## src/rtl/wb_bus_arbiter_if.sv

```systemverilog
// Writeback bus bundle between the FU wrappers, the arbiter and the ROB/PRF/issue queue.
//   fu_*          : per-FU completion request (valid/ready, inst id, PRN write slots)
//   wb_*          : granted completion handshake towards the ROB
//   prf_write_*   : register-file write strobes, addresses and data
//   set_prn*      : issue-queue wakeup broadcast
// modport master : arbiter side; modport slave : FUs + ROB/PRF side.
interface wb_bus_arbiter_if #(
  parameter int unsigned INST_ID_BITS = 6,
  parameter int unsigned PRN_BITS     = 6,
  parameter int unsigned MAX_OPERANDS = 3,
  parameter int unsigned FU_COUNT     = 4
);
  localparam int unsigned FUC_BITS  = (FU_COUNT > 1) ? $clog2(FU_COUNT) : 1;
  localparam int unsigned DATA_BITS = 64;

  logic [FU_COUNT-1:0]                                   fu_valid;
  logic [FU_COUNT-1:0]                                   fu_ready;
  logic [FU_COUNT-1:0][INST_ID_BITS-1:0]                 fu_inst_id;
  logic [FU_COUNT-1:0][MAX_OPERANDS-1:0]                 fu_prn_valid;
  logic [FU_COUNT-1:0][MAX_OPERANDS-1:0][PRN_BITS-1:0]   fu_prn;
  logic [FU_COUNT-1:0][MAX_OPERANDS-1:0][DATA_BITS-1:0]  fu_data;

  logic                                    wb_ready;
  logic                                    wb_valid;
  logic [INST_ID_BITS-1:0]                 wb_inst_id;
  logic [FUC_BITS-1:0]                     wb_fu_idx;
  logic [MAX_OPERANDS-1:0]                 prf_write_enable;
  logic [MAX_OPERANDS-1:0][PRN_BITS-1:0]   prf_write_prn;
  logic [MAX_OPERANDS-1:0][DATA_BITS-1:0]  prf_write;
  logic [MAX_OPERANDS-1:0]                 set_prn_ready;
  logic [MAX_OPERANDS-1:0][PRN_BITS-1:0]   set_prn;

  modport master (
    input  fu_valid, fu_inst_id, fu_prn_valid, fu_prn, fu_data, wb_ready,
    output fu_ready, wb_valid, wb_inst_id, wb_fu_idx,
           prf_write_enable, prf_write_prn, prf_write, set_prn_ready, set_prn
  );

  modport slave (
    output fu_valid, fu_inst_id, fu_prn_valid, fu_prn, fu_data, wb_ready,
    input  fu_ready, wb_valid, wb_inst_id, wb_fu_idx,
           prf_write_enable, prf_write_prn, prf_write, set_prn_ready, set_prn
  );
endinterface

```

## src/rtl/wb_bus_arbiter.sv

```systemverilog
// Round-robin writeback bus arbiter: buffers one completion per FU and puts one
// granted completion per cycle on the PRF write / wakeup / ROB handshake bus.
//   clk  : clock
//   rst  : asynchronous active-high reset, discards all buffered completions
//   bus  : wb_bus_arbiter_if.master (FU requests in, writeback bus out)
module wb_bus_arbiter #(
  parameter int unsigned INST_ID_BITS = 6,
  parameter int unsigned PRN_BITS     = 6,
  parameter int unsigned MAX_OPERANDS = 3,
  parameter int unsigned FU_COUNT     = 4
) (
  input logic              clk,
  input logic              rst,
  wb_bus_arbiter_if.master bus
);
  localparam int unsigned FUC_BITS  = (FU_COUNT > 1) ? $clog2(FU_COUNT) : 1;
  localparam int unsigned DATA_BITS = 64;

  typedef enum logic {ST_OPEN, ST_LOCKED} state_e;

  typedef struct packed {
    logic [INST_ID_BITS-1:0]                 inst_id;
    logic [MAX_OPERANDS-1:0]                 prn_valid;
    logic [MAX_OPERANDS-1:0][PRN_BITS-1:0]   prn;
    logic [MAX_OPERANDS-1:0][DATA_BITS-1:0]  data;
  } entry_t;

  state_e                    state_q, state_d;
  logic [FU_COUNT-1:0]       occ_q, occ_d;
  entry_t [FU_COUNT-1:0]     buf_q, buf_d;
  logic [FUC_BITS-1:0]       rr_q, rr_d;
  logic [FUC_BITS-1:0]       lock_idx_q, lock_idx_d;

  logic [FUC_BITS-1:0]       scan_c;
  logic [FUC_BITS-1:0]       grant_c;
  logic                      valid_c;
  logic                      fire_c;
  logic [FU_COUNT-1:0]       fu_ready_c;
  entry_t                    sel_c;

  // Round-robin scan starting at rr_q; a stalled grant stays locked so the bus holds steady.
  always_comb begin
    logic                found;
    logic [FUC_BITS-1:0] idx;
    scan_c = rr_q;
    found  = 1'b0;
    idx    = '0;
    for (int unsigned k = 0; k < FU_COUNT; k++) begin
      idx = FUC_BITS'((32'(rr_q) + k) % FU_COUNT);
      if (!found && occ_q[idx]) begin
        scan_c = idx;
        found  = 1'b1;
      end
    end
    grant_c = (state_q == ST_LOCKED) ? lock_idx_q : scan_c;
  end

  // Handshake, buffer capture/drain, lock FSM and bus outputs.
  always_comb begin
    state_d    = state_q;
    occ_d      = occ_q;
    buf_d      = buf_q;
    rr_d       = rr_q;
    lock_idx_d = lock_idx_q;

    valid_c = |occ_q;
    fire_c  = valid_c & bus.wb_ready;
    sel_c   = buf_q[grant_c];

    // A buffer being drained this cycle can be refilled on the same edge.
    fu_ready_c = '0;
    for (int i = 0; i < FU_COUNT; i++) begin
      fu_ready_c[i] = !occ_q[i] || (fire_c && (grant_c == FUC_BITS'(i)));
      if (fire_c && (grant_c == FUC_BITS'(i))) begin
        occ_d[i] = 1'b0;
      end
      if (bus.fu_valid[i] && fu_ready_c[i]) begin
        occ_d[i]           = 1'b1;
        buf_d[i].inst_id   = bus.fu_inst_id[i];
        buf_d[i].prn_valid = bus.fu_prn_valid[i];
        buf_d[i].prn       = bus.fu_prn[i];
        buf_d[i].data      = bus.fu_data[i];
      end
    end

    case (state_q)
      ST_OPEN: begin
        if (valid_c && !bus.wb_ready) begin
          state_d    = ST_LOCKED;
          lock_idx_d = grant_c;
        end
      end
      ST_LOCKED: begin
        if (fire_c) begin
          state_d = ST_OPEN;
        end
      end
      default: state_d = ST_OPEN;
    endcase

    if (fire_c) begin
      rr_d = (grant_c == FUC_BITS'(FU_COUNT - 1)) ? '0 : FUC_BITS'(grant_c + FUC_BITS'(1));
    end

    bus.fu_ready         = fu_ready_c;
    bus.wb_valid         = valid_c;
    bus.wb_inst_id       = '0;
    bus.wb_fu_idx        = '0;
    bus.prf_write_prn    = '0;
    bus.set_prn          = '0;
    bus.prf_write        = '0;
    bus.prf_write_enable = '0;
    bus.set_prn_ready    = '0;
    if (valid_c) begin
      bus.wb_inst_id    = sel_c.inst_id;
      bus.wb_fu_idx     = grant_c;
      bus.prf_write_prn = sel_c.prn;
      bus.set_prn       = sel_c.prn;
      bus.prf_write     = sel_c.data;
    end
    // Strobes only on an accepted transfer; a stalled bus never writes or wakes up.
    if (fire_c) begin
      bus.prf_write_enable = sel_c.prn_valid;
      bus.set_prn_ready    = sel_c.prn_valid;
    end
  end

  // State register.
  always_ff @(posedge clk or posedge rst) begin
    if (rst) begin
      state_q    <= ST_OPEN;
      occ_q      <= '0;
      buf_q      <= '0;
      rr_q       <= '0;
      lock_idx_q <= '0;
    end else begin
      state_q    <= state_d;
      occ_q      <= occ_d;
      buf_q      <= buf_d;
      rr_q       <= rr_d;
      lock_idx_q <= lock_idx_d;
    end
  end
endmodule

```

## src/flat_wrapper.sv

```systemverilog
// flat-port wrapper written by rule: the top's interface ports become plain ports
module wb_bus_arbiter_flat 
#(
  parameter int unsigned INST_ID_BITS = 6,
  parameter int unsigned PRN_BITS     = 6,
  parameter int unsigned MAX_OPERANDS = 3,
  parameter int unsigned FU_COUNT     = 4
)
  (clk, rst, bus_fu_valid, bus_fu_inst_id, bus_fu_prn_valid, bus_fu_prn, bus_fu_data, bus_wb_ready, bus_fu_ready, bus_wb_valid, bus_wb_inst_id, bus_wb_fu_idx, bus_prf_write_enable, bus_prf_write_prn, bus_prf_write, bus_set_prn_ready, bus_set_prn);
  wb_bus_arbiter_if #(.INST_ID_BITS(INST_ID_BITS), .PRN_BITS(PRN_BITS), .MAX_OPERANDS(MAX_OPERANDS), .FU_COUNT(FU_COUNT)) bus_i ();
  input logic clk;
  input logic rst;
  input wire logic [$bits(bus_i.fu_valid)-1:0] bus_fu_valid;
  input wire logic [$bits(bus_i.fu_inst_id)-1:0] bus_fu_inst_id;
  input wire logic [$bits(bus_i.fu_prn_valid)-1:0] bus_fu_prn_valid;
  input wire logic [$bits(bus_i.fu_prn)-1:0] bus_fu_prn;
  input wire logic [$bits(bus_i.fu_data)-1:0] bus_fu_data;
  input wire logic [$bits(bus_i.wb_ready)-1:0] bus_wb_ready;
  output wire logic [$bits(bus_i.fu_ready)-1:0] bus_fu_ready;
  output wire logic [$bits(bus_i.wb_valid)-1:0] bus_wb_valid;
  output wire logic [$bits(bus_i.wb_inst_id)-1:0] bus_wb_inst_id;
  output wire logic [$bits(bus_i.wb_fu_idx)-1:0] bus_wb_fu_idx;
  output wire logic [$bits(bus_i.prf_write_enable)-1:0] bus_prf_write_enable;
  output wire logic [$bits(bus_i.prf_write_prn)-1:0] bus_prf_write_prn;
  output wire logic [$bits(bus_i.prf_write)-1:0] bus_prf_write;
  output wire logic [$bits(bus_i.set_prn_ready)-1:0] bus_set_prn_ready;
  output wire logic [$bits(bus_i.set_prn)-1:0] bus_set_prn;
  assign bus_i.fu_valid = bus_fu_valid;
  assign bus_i.fu_inst_id = bus_fu_inst_id;
  assign bus_i.fu_prn_valid = bus_fu_prn_valid;
  assign bus_i.fu_prn = bus_fu_prn;
  assign bus_i.fu_data = bus_fu_data;
  assign bus_i.wb_ready = bus_wb_ready;
  assign bus_fu_ready = bus_i.fu_ready;
  assign bus_wb_valid = bus_i.wb_valid;
  assign bus_wb_inst_id = bus_i.wb_inst_id;
  assign bus_wb_fu_idx = bus_i.wb_fu_idx;
  assign bus_prf_write_enable = bus_i.prf_write_enable;
  assign bus_prf_write_prn = bus_i.prf_write_prn;
  assign bus_prf_write = bus_i.prf_write;
  assign bus_set_prn_ready = bus_i.set_prn_ready;
  assign bus_set_prn = bus_i.set_prn;
  wb_bus_arbiter #(.INST_ID_BITS(INST_ID_BITS), .PRN_BITS(PRN_BITS), .MAX_OPERANDS(MAX_OPERANDS), .FU_COUNT(FU_COUNT)) u_core (.clk(clk), .rst(rst), .bus(bus_i));
endmodule
```

## config.mk

```make
export PLATFORM = sky130hd
export DESIGN_NAME = wb_bus_arbiter_flat
export DESIGN_NICKNAME = d
export VERILOG_FILES = /design/src/rtl/wb_bus_arbiter_if.sv /design/src/rtl/wb_bus_arbiter.sv /design/src/flat_wrapper.sv
export SDC_FILE = /design/constraint.sdc
export NUM_CORES = 2
export LEC_CHECK = 0
export ABC_AREA = 1
export CELL_PAD_IN_SITES_DETAIL_PLACEMENT = 1
export CELL_PAD_IN_SITES_GLOBAL_PLACEMENT = 2
export CORE_AREA = 2 2 441 443
export DETAILED_ROUTE_END_ITERATION = 8
export DIE_AREA = 0 0 443 445
export HOLD_SLACK_MARGIN = 0.03
export PLACE_DENSITY_LB_ADDON = 0.1
export SLEW_MARGIN = 20
export SYNTH_ARGS = -nofsm -noshare
export SYNTH_HDL_FRONTEND = slang
export SYNTH_SLANG_ARGS = --single-unit
```

## constraint.sdc

```tcl
create_clock -name clk -period 40.8 [get_ports clk]
set_input_delay 4.08 -clock clk [delete_from_list [all_inputs] [get_ports clk]]
set_output_delay 4.08 -clock clk [all_outputs]
set_load 0.005 [all_outputs]
```

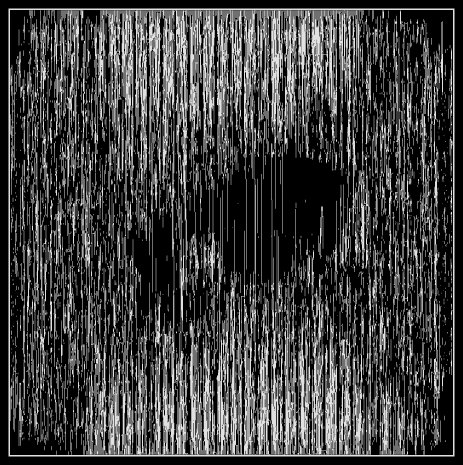
(met2 routing)
(1 px per um)
wire length on this layer: 119 mm
nets with wire on the layer: 6047
share of all routed wire: 49%

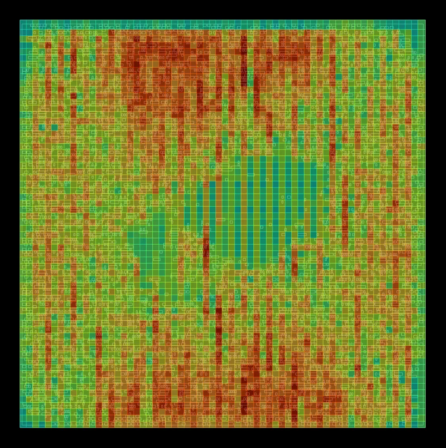
(routing congestion)
GR peak layer: met2
total track usage: 0.2408
met1 usage: 0.2988

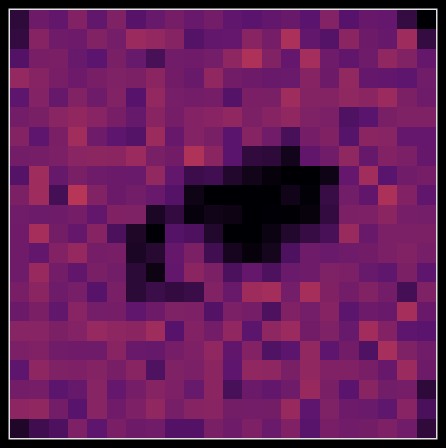
(placement density heat map)
The die is cut into 22 by 22 equal tiles; black is low, pale yellow is high, 0 to 100% covered.
nearly empty tiles: 3.7%
mean over tiles: 29%
emptiest ninth of the die: middle
fullest tile: 48%

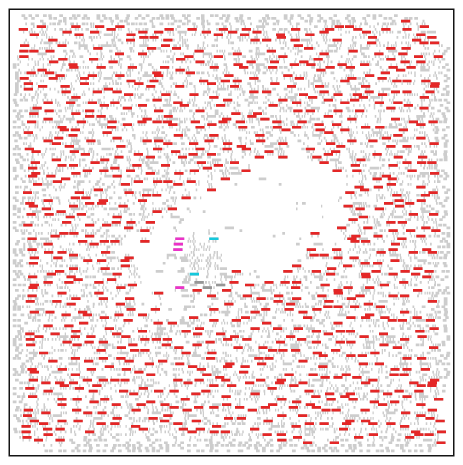
(where the registers sit)
(1 px per um) Other sequential cells in the stronger grey, the rest of the logic in the fainter grey.
legend:
  `u_core.occ_q`:
    colour: magenta
    flops: 4
  `u_core.buf_q`:
    colour: red
    flops: 876
    where: spread over the die
  `u_core.rr_q`:
    colour: cyan
    flops: 2
not coloured: 3

==> summary.txt <==
launching point of the worst reg2reg path -> u_core.rr_q[0]
worst setup margin -> 30.09 ns
Switch Pwr -> 0.002461 W
Registers, synthesis -> 885
largest net degree at the start of global routing -> 181
R2R cell count -> 17
final slew viol count -> 0
Synth top cell by count -> nand2_1
Unique cell types -> 22
Largest regs -> u_core.buf_q x876, u_core.occ_q x4
Worst Setup Start Kind -> primary input
Worst R2R End -> u_core.buf_q[16]
top area contributor share -> 0.5051
LEAKAGE -> 30.01 nW
CP bufs+invs -> 3
most frequent cells after synthesis -> 3565 x nand2_1, 889 x nand3_1, 885 x dfrtp_1
WL met1 -> 102300 um
power per cell area -> 89.18 mW/mm^2
post-layout minimum cycle time -> 10.71 ns
area grow syn2layout -> 37.67%
met3 WL -> 11370 um
Slew @ Worst Pin -> 1.142 ns
Synth Seq Share -> 0.5051
critical path endpoint -> bus_fu_ready[1]
Simple-Gate Area Share -> 0.4103
Crit path top cell by count -> clkdlybuf4s50_1
antenna viol nets, final -> 0
flip-flops with a built-in enable -> 0
Syn. warnings -> 0
Reg2Reg Setup Slack -> 34.89 ns
CP delay by family, top -> buffers and inverters
vias per inst -> 4.663
aoi share -> 0.02568
Synth Instances -> 6079
run status -> complete, no violations
Final Setup Violations -> 0
via count -> 44590
Worst Path Class, Setup -> in -> out
Max VDD drop -> 0.00006086 V
Design Area, Final -> 0.06036 mm^2
Final Util -> 0.3144
main logic family after synthesis -> simple AND/OR/NAND/NOR gates
-- layout by cell type, fill, tap and decap left out, drive strengths merged --
cell,Yosys,routed
clkbuf,140,184
inv,13,15
nor2,4,4
nand3,891,891
clkinv,0,10
a21oi,221,221
bufinv,0,4
buf,339,73
clkdlybuf4s50,0,1125
nor3,1,1
o21ai,1,1
dfrtp,885,885
nand2,3577,3577
nand4,4,4
o211ai,1,1
nor4,1,1
a22oi,1,1
diode,0,38
-- cell type report --
class	instances	area, um^2
Sequential cell	885	22150
Antenna cell	38	95.09
Fill cell	23150	131600
Timing Repair Buffer	1199	11970
Multi-Input combinational cell	4702	19270
Inverter	13	63.81
Tap cell	2526	3161
Clock buffer	183	3448
Clock inverter	16	210.2
No activity file was given, so power comes from the tool's default toggle rates.
